<file path="src/rtl/uart_rx_sampler_if.sv">
// uart_rx_sampler_if: serial line, baud divider and received-byte signals of the rx front end
interface uart_rx_sampler_if #(
    parameter int BAUD_DIV_W = 16,
    parameter int DATA_W     = 8
);
    logic                  rx_pin_in;
    logic [BAUD_DIV_W-1:0] baud_div_i;
    logic [DATA_W-1:0]     rx_data_o;
    logic                  valid_o;
    logic                  frame_err_o;
    logic                  busy_o;
    modport master (output rx_pin_in, baud_div_i, input rx_data_o, valid_o, frame_err_o, busy_o);
    modport slave  (input rx_pin_in, baud_div_i, output rx_data_o, valid_o, frame_err_o, busy_o);
endinterface

</file>
<file path="src/rtl/uart_rx_sampler.sv">
// uart_rx_sampler: synchronises rx, samples LSB-first data at mid-bit, checks the stop bit
module uart_rx_sampler #(
    parameter int SYNC_STAGES = 2,
    parameter int BAUD_DIV_W  = 16,
    parameter int DATA_W      = 8
) (
    input logic              clk,
    input logic              rst,
    uart_rx_sampler_if.slave bus
);
    localparam int IW = (DATA_W > 1) ? $clog2(DATA_W) : 1;
    typedef enum logic [2:0] {S_IDLE, S_START, S_DATA, S_STOP, S_BREAK} state_t;
    state_t                 state_q, state_d;
    logic [SYNC_STAGES-1:0] sync_q, sync_d;
    logic [BAUD_DIV_W-1:0]  div_q, div_d, cnt_q, cnt_d, cnt_tgt;
    logic [IW-1:0]          idx_q, idx_d;
    logic [DATA_W-1:0]      shreg_q, shreg_d, data_q, data_d;
    logic                   valid_q, valid_d, err_q, err_d, rx_s, tick;

    assign sync_d  = {sync_q[SYNC_STAGES-2:0], bus.rx_pin_in};
    assign rx_s    = sync_q[SYNC_STAGES-1];
    // START waits half a bit so every later sample lands mid-bit
    assign cnt_tgt = (state_q == S_START) ? (div_q >> 1) - 1'b1 : div_q - 1'b1;
    assign tick    = cnt_q == cnt_tgt;

    always_ff @(posedge clk or posedge rst) begin
        if (rst) begin
            state_q <= S_IDLE;
            sync_q  <= '1;
            div_q   <= '0;
            cnt_q   <= '0;
            idx_q   <= '0;
            shreg_q <= '0;
            data_q  <= '0;
            valid_q <= 1'b0;
            err_q   <= 1'b0;
        end else begin
            state_q <= state_d;
            sync_q  <= sync_d;
            div_q   <= div_d;
            cnt_q   <= cnt_d;
            idx_q   <= idx_d;
            shreg_q <= shreg_d;
            data_q  <= data_d;
            valid_q <= valid_d;
            err_q   <= err_d;
        end
    end

    always_comb begin
        state_d = state_q;
        case (state_q)
            S_IDLE:  state_d = rx_s ? S_IDLE : S_START;
            S_START: state_d = !tick ? S_START : rx_s ? S_IDLE : S_DATA;
            S_DATA:  state_d = (tick && idx_q == IW'(DATA_W - 1)) ? S_STOP : S_DATA;
            S_STOP:  state_d = !tick ? S_STOP : rx_s ? S_IDLE : S_BREAK;
            S_BREAK: state_d = rx_s ? S_IDLE : S_BREAK;
            default: state_d = S_IDLE;
        endcase
    end

    always_comb begin
        div_d   = (state_q == S_IDLE && !rx_s)
                ? ((bus.baud_div_i < BAUD_DIV_W'(4)) ? BAUD_DIV_W'(4) : bus.baud_div_i) : div_q;
        cnt_d   = (state_d != state_q || tick || state_q == S_IDLE || state_q == S_BREAK)
                ? '0 : cnt_q + 1'b1;
        idx_d   = (state_q != S_DATA) ? '0 : tick ? idx_q + 1'b1 : idx_q;
        shreg_d = (state_q == S_DATA && tick) ? {rx_s, shreg_q[DATA_W-1:1]} : shreg_q;
        valid_d = state_q == S_STOP && tick && rx_s;
        err_d   = state_q == S_STOP && tick && !rx_s;
        data_d  = valid_d ? shreg_q : data_q;
    end

    assign bus.rx_data_o   = data_q;
    assign bus.valid_o     = valid_q;
    assign bus.frame_err_o = err_q;
    assign bus.busy_o      = state_q != S_IDLE;
endmodule

</file>
<file path="src/flat_wrapper.sv">
// flat-port wrapper written by rule: the top's interface ports become plain ports
module uart_rx_sampler_flat 
#(
    parameter int SYNC_STAGES = 2,
    parameter int BAUD_DIV_W  = 16,
    parameter int DATA_W      = 8
)
  (clk, rst, bus_rx_pin_in, bus_baud_div_i, bus_rx_data_o, bus_valid_o, bus_frame_err_o, bus_busy_o);
  uart_rx_sampler_if #(.BAUD_DIV_W(BAUD_DIV_W), .DATA_W(DATA_W)) bus_i ();
  input logic clk;
  input logic rst;
  input wire logic [$bits(bus_i.rx_pin_in)-1:0] bus_rx_pin_in;
  input wire logic [$bits(bus_i.baud_div_i)-1:0] bus_baud_div_i;
  output wire logic [$bits(bus_i.rx_data_o)-1:0] bus_rx_data_o;
  output wire logic [$bits(bus_i.valid_o)-1:0] bus_valid_o;
  output wire logic [$bits(bus_i.frame_err_o)-1:0] bus_frame_err_o;
  output wire logic [$bits(bus_i.busy_o)-1:0] bus_busy_o;
  assign bus_i.rx_pin_in = bus_rx_pin_in;
  assign bus_i.baud_div_i = bus_baud_div_i;
  assign bus_rx_data_o = bus_i.rx_data_o;
  assign bus_valid_o = bus_i.valid_o;
  assign bus_frame_err_o = bus_i.frame_err_o;
  assign bus_busy_o = bus_i.busy_o;
  uart_rx_sampler #(.SYNC_STAGES(SYNC_STAGES), .BAUD_DIV_W(BAUD_DIV_W), .DATA_W(DATA_W)) u_core (.clk(clk), .rst(rst), .bus(bus_i));
endmodule
</file>
<file path="config.mk">
export PLATFORM = sky130hd
export DESIGN_NAME = uart_rx_sampler_flat
export DESIGN_NICKNAME = d
export VERILOG_FILES = /design/src/rtl/uart_rx_sampler_if.sv /design/src/rtl/uart_rx_sampler.sv /design/src/flat_wrapper.sv
export SDC_FILE = /design/constraint.sdc
export NUM_CORES = 1
export LEC_CHECK = 0
export CAP_MARGIN = 10
export CORE_MARGIN = 1
export CORE_UTILIZATION = 40
export CTS_BUF_LIST = sky130_fd_sc_hd__clkbuf_2 sky130_fd_sc_hd__clkbuf_4 sky130_fd_sc_hd__clkbuf_8
export DETAILED_ROUTE_END_ITERATION = 8
export PLACE_DENSITY = 0.56
export SYNTH_ARGS = -nofsm -noshare
export SYNTH_HDL_FRONTEND = slang
export SYNTH_SLANG_ARGS = --single-unit
</file>
<file path="constraint.sdc">
create_clock -name clk -period 8.1 [get_ports clk]
set_input_delay 2.43 -clock clk [delete_from_list [all_inputs] [get_ports clk]]
set_output_delay 2.43 -clock clk [all_outputs]
set_load 0.02 [all_outputs]
</file>
==> metrics.yaml <==
crit_type: "reg2reg"
r2r_slack_ps: 3470
slew_violations: 0
top_power_group: "sequential cells"
power.internal_uw: 581
path_clk_slew_ps: 80
pwr-share-seq_pct: 42.2
top_cell_area_share_pct: 39.5
power.leakage_nw: 1.79
endpoint: "u_core.cnt_q[11]"
yosys_area_mm2: 0.00355
post-dp-hpwl_mm: 5.83
ioPinCount: 30
coreArea_mm2: 0.00838
ys_types: 60
vdd_drop_max_mv: 0.137
grt_pass1_wl_mm: 14.1
synth_area_mm2: 0.00355
worstReg2RegEnd: "u_core.cnt_q[11]"
largest_area_cell: "dfrtp_1"
routed_wl_mm: 8.15
layout.nets: 405
dr.pass1.iters: 4
max_slew_margin_pct: 34.9
fmax_mhz: 216
min_period_over_period_pct: 57.1
cts-root-buf: "clkbuf_8"
grt_max_degree: 59
area_growth_pct: 16.7
vias: 2736
numCtsBuffers: 9
syn_nets: 382
start_kind: "register"
combinationalPower_uw: 136
post_cts_buffers: 0
setup_ws_ps: 3470
rows: 33
top_regs: "u_core.cnt_q (16), u_core.div_q (16)"
ys.warnings.count: 0
edf_count: 0
post_dp_cell_area_mm2: 0.00389
num-fill-cells: 813
design_area_mm2: 0.00414
gp_congestion: 0.871
crit_family: "simple AND/OR/NAND/NOR gates"
critPathCaptureType: "register"
ys_seq_share_pct: 41.0
antenna_found_initial: 0
dieArea_mm2: 0.00925
area_leaders: "dfrtp_1 39%, mux2_2 5.7%, xnor2_1 5.4%"
clk_latency_ps: 360
critical_path_buf_inv_count: 0
powerDensity_mw_per_mm2: 200
max_cap_viol_count: 0
die_x_um: 96.2
cts.sinks: 58
pg_seq_uw: 349
dp_slack_ps: 3510
r2r-start: "u_core.state_q[0]"
fp_util_pct: 42.3
die_y_um: 96.2
pwr-share-comb_pct: 16.5
cp_max_fo: 19
grt.overflow.total: 0
fin_util_pct: 49.4
slowest_stage: "nor3_2"
diodes: 0
flop_cell: "dfrtp_1"
max_slew.worst_pin.slew_ps: 971
critical_path_arrival_ps: 4810
tool_warnings: 26
fin_crit_ps: 4630
finalSetupTns_ps: 0
synth-seq-cells: 58
grt_use_total_pct: 20.3
numPortBuffers: 29
netSwitchingFraction_pct: 29.8
min_path_type: "reg2reg"
synthCells: 359
drive_above_1_share_pct: 15.8
status: "finished clean"
cpMostUsedCell: "nor3_2"
tritoncts: "done"
grt_pass1_vias: 2718
slowest_delay_ps: 850
cts_hold_buf: 0
p_sw_uw: 246
yosys_cells: 359
crit_required_ps: 8290
drt_iter0_drc: 177
worstSetupStartpoint: "u_core.state_q[0]"
cts.repair.resized: 0
worstPathCellList: "or3b_1 -> a21oi_1 -> ha_1 -> or4b_1 -> o211a_1 -> a211oi_2 -> xnor2_1 -> nor3_2 -> nand4_2 -> nor3_2 -> nor3_1"
p_clk_share_pct: 41.3
post-route-drc-count: 0
finalHoldViolCount: 0
viasPerCell: 5.56
wl_per_cell_um: 16.6
ant_nets: 0
setup_viol: 0
postSynthAreaPerCell_um2: 9.88
fin_worst_skew_ps: 14.1
clockBufferDepth: 2
async_reset_ff_share_pct: 100
grt_setup_unrepaired: "false"
htreeDepth: 3
clk-power_uw: 342
rr_worst_depth: 11
cp.depth: 11
[cell usage in the layout, fill, tap and decap left out, drive strengths merged, types with 2 or more instances in the layout]
cell type,count
or3,3
o311ai,2
nor4,8
bufinv,3
buf,3
mux2,18
nor2b,3
o21ai,4
nand3,17
nand2,51
mux2i,9
clkbuf,9
dfstp,2
or2,2
a22o,2
a21oi,11
and3,8
nand3b,2
o31ai,5
dfrtp,56
ha,4
nor4bb,2
or4,4
xnor2,22
inv,9
a31oi,2
nand4,7
o211a,2
clkdlybuf4s50,29
a211oi,8
o21a,2
xor2,17
nor2,9
nor3b,3
nor3,29
o211ai,2
[worst register-to-register path: cells and delay by family, from the launching register on]
| kind | cells | cell delay, ps |
|---|---|---|
| AOI/OAI and AO/OA | 3 | 670 |
| xor gates and xnor gates | 1 | 160 |
| and+or+nand+nor | 6 | 2710 |
| DFF | 1 | 570 |
| adders and majority gates | 1 | 360 |
[stage by stage]
stage | total power [mW] | instances | hold WS (ps)
after floorplan | 0.453 | 359 | 345
after global placement | 0.490 | 476 | 350
after detailed placement | 0.492 | 476 | 348
after CTS | 0.836 | 492 | 345
after global routing | 0.872 | 492 | 362
final | 0.827 | 492 | 349
[synth_stat cells, types with 3 or more instances]
cell type,count
nor2_1,9
mux2_2,18
mux2i_1,9
or3_1,3
a21oi_1,11
buf_6,3
inv_1,7
buf_2,4
nand4_1,6
a211oi_1,6
and3_1,8
or4_1,4
nor4_1,6
nor3_1,24
o21ai_0,3
dfrtp_1,56
nor3b_1,3
xor2_1,17
nor2b_1,3
xnor2_1,22
ha_1,4
nand2_1,51
nor3_2,4
nand3_1,16
o31ai_1,3
clkbuf_1,13
[logic make-up (layout without fill, tap and decap cells)]
logic type | Yosys count | after routing | synth area share (%)
simple gates | 156 | 156 | 24.9
fa+ha+maj | 4 | 4 | 1.41
mux | 27 | 27 | 8.25
xor+xnor | 39 | 39 | 9.63
flops | 58 | 58 | 41.0
buf+inv | 27 | 55 | 3.63
compound gates | 48 | 48 | 11.2
[per-layer routing]
layer | global-route usage [%] | wire [µm] | up-vias
met2 | 29.0 | 3550 | 40
li1 | - | - | 1354
met4 | 8.58 | 155 | 0
met3 | 4.58 | 224 | 13
met5 | 0 | 0 | -
met1 | 29.2 | 4220 | 1329
[layout make-up]
class                      instances  area [µm²]  area share [%]
sequential                        58        1450            35.1
inverter                           7        26.3           0.634
clock buffer                       9         124            2.99
clock inverter                     7         124            2.99
multi-input combinational        274        1970            47.6
tap                              105         131            3.17
timing repair buffer              32         313            7.55
[worst min-delay path by stage]
stage                                start                to  slack [ps]  cells past startpoint
final                     u_core.sync_q[0]  u_core.sync_q[1]         350                      0
after global routing      u_core.sync_q[0]  u_core.sync_q[1]         360                      0
after CTS                 u_core.sync_q[0]  u_core.sync_q[1]         350                      0
after detailed placement  u_core.sync_q[0]  u_core.sync_q[1]         350                      0
after global placement    u_core.sync_q[0]  u_core.sync_q[1]         350                      0
after floorplan           u_core.sync_q[0]  u_core.sync_q[1]         350                      0
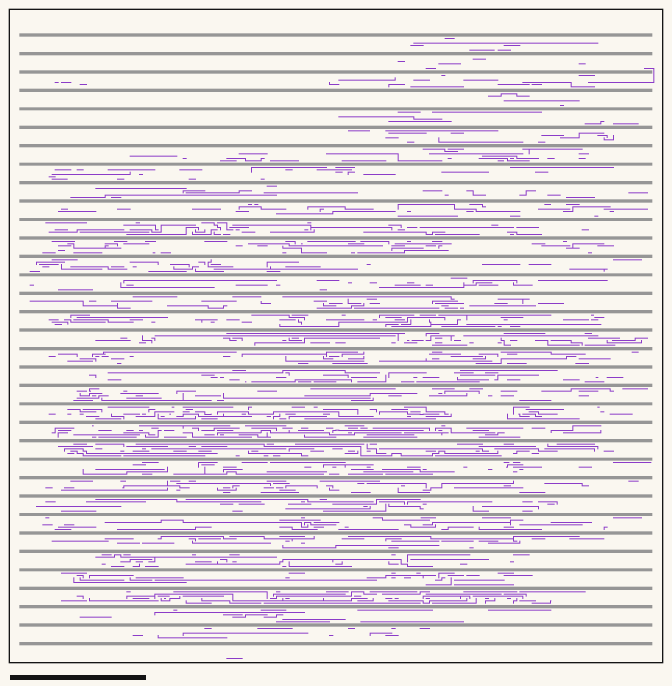
Fig. 1. The metal 1 layer.
Scale bar: 20 µm. Supply wires on this layer in gray.
share of all routed wire: 52%
main direction: horizontal

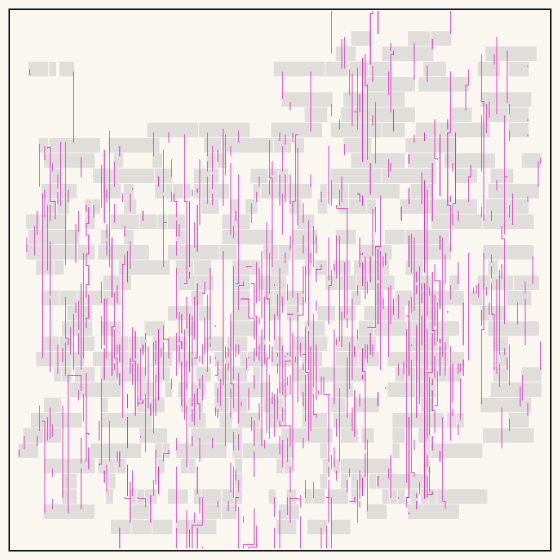
Fig. 2. Signal wires on met2.
Cells faint in the background.
share of all routed wire: 44%
nets with wire on the layer: 336
wire length on this layer: 3550 µm

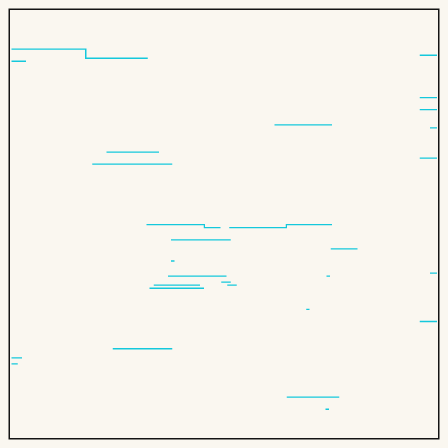
Fig. 3. M3 wires.
main direction: horizontal
longest straight run: 17.7 µm
share of all routed wire: 2.8%
wire length on this layer: 224 µm

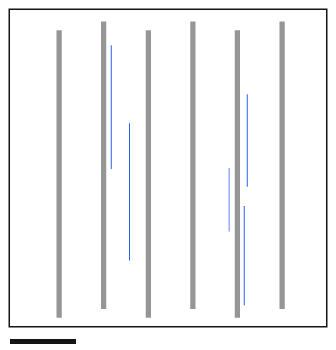
Fig. 4. The metal 4 layer.
Scale bar: 20 µm. Supply wires on this layer in gray.
share of all routed wire: 1.9%
nets with wire on the layer: 3
main direction: vertical

Power figures rest on the tool's default switching activity, not on a simulated workload.
